===== config.mk =====
export PLATFORM = sky130hd
export DESIGN_NAME = hazard_stall_unit
export DESIGN_NICKNAME = d
export VERILOG_FILES = /design/src/rtl/hazard_stall_unit.sv
export SDC_FILE = /design/constraint.sdc
export NUM_CORES = 1
export LEC_CHECK = 0
export ABC_AREA = 1
export ABC_CLOCK_PERIOD_IN_PS = 1500
export CORE_MARGIN = 2
export CORE_UTILIZATION = 33
export DETAILED_ROUTE_END_ITERATION = 6
export GPL_TIMING_DRIVEN = 0
export HOLD_SLACK_MARGIN = 0.08
export PLACE_DENSITY = 0.87
export RECOVER_POWER = 50
export SETUP_SLACK_MARGIN = 0.3
export SLEW_MARGIN = 25
export SYNTH_ARGS = -nofsm -noshare
export SYNTH_HDL_FRONTEND = slang
export SYNTH_SLANG_ARGS = --single-unit

===== constraint.sdc =====
create_clock -name clk -period 1.5 [get_ports clk]
set_input_delay 0.3 -clock clk [delete_from_list [all_inputs] [get_ports clk]]
set_output_delay 0.3 -clock clk [all_outputs]
set_load 0.005 [all_outputs]

===== src/rtl/hazard_stall_unit.sv =====
// Pipeline hazard/stall control: load-use interlock plus multi-cycle mult/div EX occupancy.
// Optional stall-cycle counter output is enabled by defining HAZARD_STALL_COUNT_EN.
module hazard_stall_unit #(
  parameter int MULT_CYCLES = 2,
  parameter int DIV_CYCLES  = 8
) (
  input  logic        clk,
  input  logic        rst_n,
  input  logic [15:0] IFIDIR,
  input  logic [15:0] IDEXIR,
  input  logic        Flush,
  output logic        PCWrite,
  output logic        IFIDWrite,
  output logic        IDEXWrite,
  output logic        IDEXBubble,
  output logic        EXMEMBubble,
  output logic        MDBusy
`ifdef HAZARD_STALL_COUNT_EN
  ,
  output logic [15:0] StallCount
`endif
);

  typedef enum logic {IDLE, MD_BUSY} state_t;

  localparam logic [3:0] MULT_N = 4'(MULT_CYCLES);
  localparam logic [3:0] DIV_N  = 4'(DIV_CYCLES);

  state_t     state_q, state_d;
  logic [3:0] cnt_q, cnt_d;

  logic [3:0] ifid_op, ifid_a, ifid_b, ifid_fn;
  logic [3:0] idex_op, idex_a, idex_fn;
  logic       is_mult, is_div, md_start, ifid_imm, load_use;
  logic [3:0] md_n;

  assign ifid_op = IFIDIR[15:12];
  assign ifid_a  = IFIDIR[11:8];
  assign ifid_b  = IFIDIR[7:4];
  assign ifid_fn = IFIDIR[3:0];
  assign idex_op = IDEXIR[15:12];
  assign idex_a  = IDEXIR[11:8];
  assign idex_fn = IDEXIR[3:0];

  assign is_mult  = (idex_op == 4'd0) && (idex_fn == 4'd4);
  assign is_div   = (idex_op == 4'd0) && (idex_fn == 4'd5);
  assign md_n     = is_div ? DIV_N : MULT_N;
  // A single-cycle unit never needs to hold the pipeline.
  assign md_start = (is_mult || is_div) && (md_n >= 4'd2);

  assign ifid_imm = ((ifid_op >= 4'd4) && (ifid_op <= 4'd6)) ||
                    ((ifid_op == 4'd0) && (ifid_fn >= 4'd8) && (ifid_fn <= 4'd11));
  assign load_use = (idex_op == 4'd8) &&
                    ((ifid_a == idex_a) || ((ifid_b == idex_a) && !ifid_imm));

  always_ff @(posedge clk or negedge rst_n) begin
    if (!rst_n) begin
      state_q <= IDLE;
      cnt_q   <= 4'd0;
    end else begin
      state_q <= state_d;
      cnt_q   <= cnt_d;
    end
  end

  always_comb begin
    state_d = state_q;
    cnt_d   = cnt_q;
    case (state_q)
      IDLE: begin
        if (md_start) begin
          state_d = MD_BUSY;
          cnt_d   = md_n - 4'd2;
        end
      end
      MD_BUSY: begin
        if (cnt_q != 4'd0) cnt_d = cnt_q - 4'd1;
        else               state_d = IDLE;
      end
      default: state_d = IDLE;
    endcase
  end

  always_comb begin
    PCWrite     = 1'b1;
    IFIDWrite   = 1'b1;
    IDEXWrite   = 1'b1;
    IDEXBubble  = 1'b0;
    EXMEMBubble = 1'b0;
    MDBusy      = 1'b0;
    // Held in reset the unit looks idle with no hazard, whatever the inputs.
    if (rst_n) begin
      case (state_q)
        IDLE: begin
          if (md_start) begin
            PCWrite     = 1'b0;
            IFIDWrite   = 1'b0;
            IDEXWrite   = 1'b0;
            EXMEMBubble = 1'b1;
            MDBusy      = 1'b1;
          end else if (load_use && !Flush) begin
            PCWrite    = 1'b0;
            IFIDWrite  = 1'b0;
            IDEXBubble = 1'b1;
          end
        end
        MD_BUSY: begin
          MDBusy = 1'b1;
          if (cnt_q != 4'd0) begin
            PCWrite     = 1'b0;
            IFIDWrite   = 1'b0;
            IDEXWrite   = 1'b0;
            EXMEMBubble = 1'b1;
          end
        end
        default: ;
      endcase
    end
  end

`ifdef HAZARD_STALL_COUNT_EN
  logic [15:0] stall_cnt_q, stall_cnt_d;

  always_comb begin
    stall_cnt_d = stall_cnt_q;
    if (!PCWrite && (stall_cnt_q != 16'hFFFF)) stall_cnt_d = stall_cnt_q + 16'd1;
  end

  always_ff @(posedge clk or negedge rst_n) begin
    if (!rst_n) stall_cnt_q <= 16'd0;
    else        stall_cnt_q <= stall_cnt_d;
  end

  assign StallCount = stall_cnt_q;
`endif

endmodule

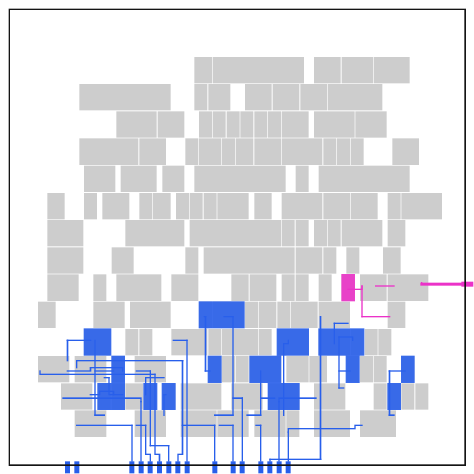
**Above:** nets reached from selected ports.
Drawn at 10 px/um.
Blue marks `IFIDIR`, direction input, edge bottom, end cells 17, buffers 14, wire 245 um. Magenta marks `PCWrite`, direction output, edge right, end cells 1, buffers 2, wire 13.4 um.

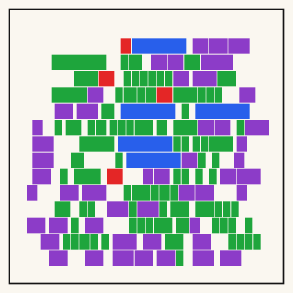
**Above:** cells colored by class.
Drawn at 6 px/um.
Green marks all other logic, cells 86, share of their area 45%. Red marks clock drivers and dummy loads, cells 4, share of their area 2.6%. Blue marks flops, cells 5, share of their area 12%. Purple marks other buffers and delay cells, cells 49, share of their area 40%.

==> notes.md <==
flow finished, numbers: critical path's slowest cell dfrtp_1, DR vias 726, slowest stage delay, CP 390 ps, dominant kind of cell buffers, outcome finished, violations left, top cell type by total area after synthesis dfrtp_1, global-route wire length before repair 2815 um, Synth top cell by count nand2_1, Root Buffer clkbuf_4, EDFF count, synth 0, area of the mapped netlist 566.8 um2, failing checks setup timing, worst-case reg-to-reg path depth 11, Crit path depth 10, antenna violations before repair 0, Design Area, Final 0.001064 mm2, crit path DAT 1500 ps, syn_nets 128, Final Setup Violations 9, Seq area share 11.76%, worst hold path depth 2, Placed Area 947.2 um2, Synth cell types 21, clock sink count 5, CP Capture Type primary output, Tot GR Track Use 18.43%, clock transition at the registers of the reported paths 50 ps, Tap Cells 16, crit path time final 1795 ps, CP Buf/Inv Count 5, critical path class reg -> out, final setup margin -295.1 ps, drt pass-1 iters 4, invs w/o clock 20, Synth Area in Simple Gates 45.70%, biggest area cells dfrtp_1, nand2_1, inv_1, most frequent logic cell in the layout nand2_1, PwrDens 1334 mW/mm2, P_leak 0.5889 nW, Area Overhead vs Synth 87.64%, Net Sw Frac 40.61%, Worst Min Path Start cnt_q[0]
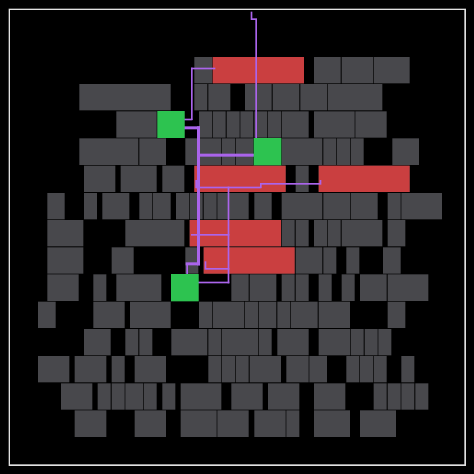
**Above:** routed clock nets over the placement.
Drawn at 10 px/um.
Red marks flip-flops, count 5. Green marks cells driving clock nets, count 3. Purple marks clock wires, length 88.0 um.
There are 4 routed clock nets.

registers in the layout (all words and copies together), names as in the netlist:
signal and count:
state_q 1, cnt_q 4
stage by stage:
stage / worst slack, ps / hold WS, ps / setup TNS, ps / util [%] / power, mW
after floorplan: 73.07 / 4.409 / 0 / - / 0.6968
after global placement: -745.6 / 485.8 / -4370 / 60.75 / 0.8954
after detailed placement: -782.2 / 494.3 / -4769 / 60.75 / 0.9343
after CTS: -282.2 / 507.3 / -1139 / 65.41 / 1.229
after global routing: -351.4 / 544.8 / -2123 / 68.22 / 1.532
final: -295.1 / 519.1 / -1467 / 68.22 / 1.419
layer usage:
| metal | up-vias | GRT usage [%] | part of all wire (%) |
|---|---|---|---|
| li1 | 379 | - | - |
| met1 | 308 | 20.54 | 42 |
| met2 | 32 | 32.96 | 50 |
| met3 | 7 | 3.968 | 5.9 |
| met4 | 0 | 8.235 | 2.0 |
| met5 | - | 0 | 0 |
final timing paths:
kind | endpoint | slack [ps]
worst max-delay path | IDEXWrite | -300
worst min-delay path | cnt_q[0] | 520
worst max register to register | cnt_q[0] | -70
worst min register to register | cnt_q[0] | 520
max in group asynchronous | cnt_q[2] | 640
min in group asynchronous | cnt_q[0] | 650
repair_timing:
item                       in CTS  in global routing
pin swaps                      24                  6
hold buffers                    1                  0
gates cloned                    0                  0
setup endpoints to repair      11                 11
hold endpoints to repair        5                  0
setup buffers                  10                  3
gates resized                  75                  8
power by group through the flow:
stage	Combinational, mW	Sequential [mW]	Clock [mW]
3_3_place_gp	0.654	0.242	0
5_1_grt	1.10	0.258	0.176
4_1_cts	0.820	0.244	0.165
2_1_floorplan	0.463	0.234	0
3_5_place_dp	0.690	0.244	0
6_report	1.01	0.249	0.164
Power figures rest on the tool's default switching activity, not on a simulated workload.
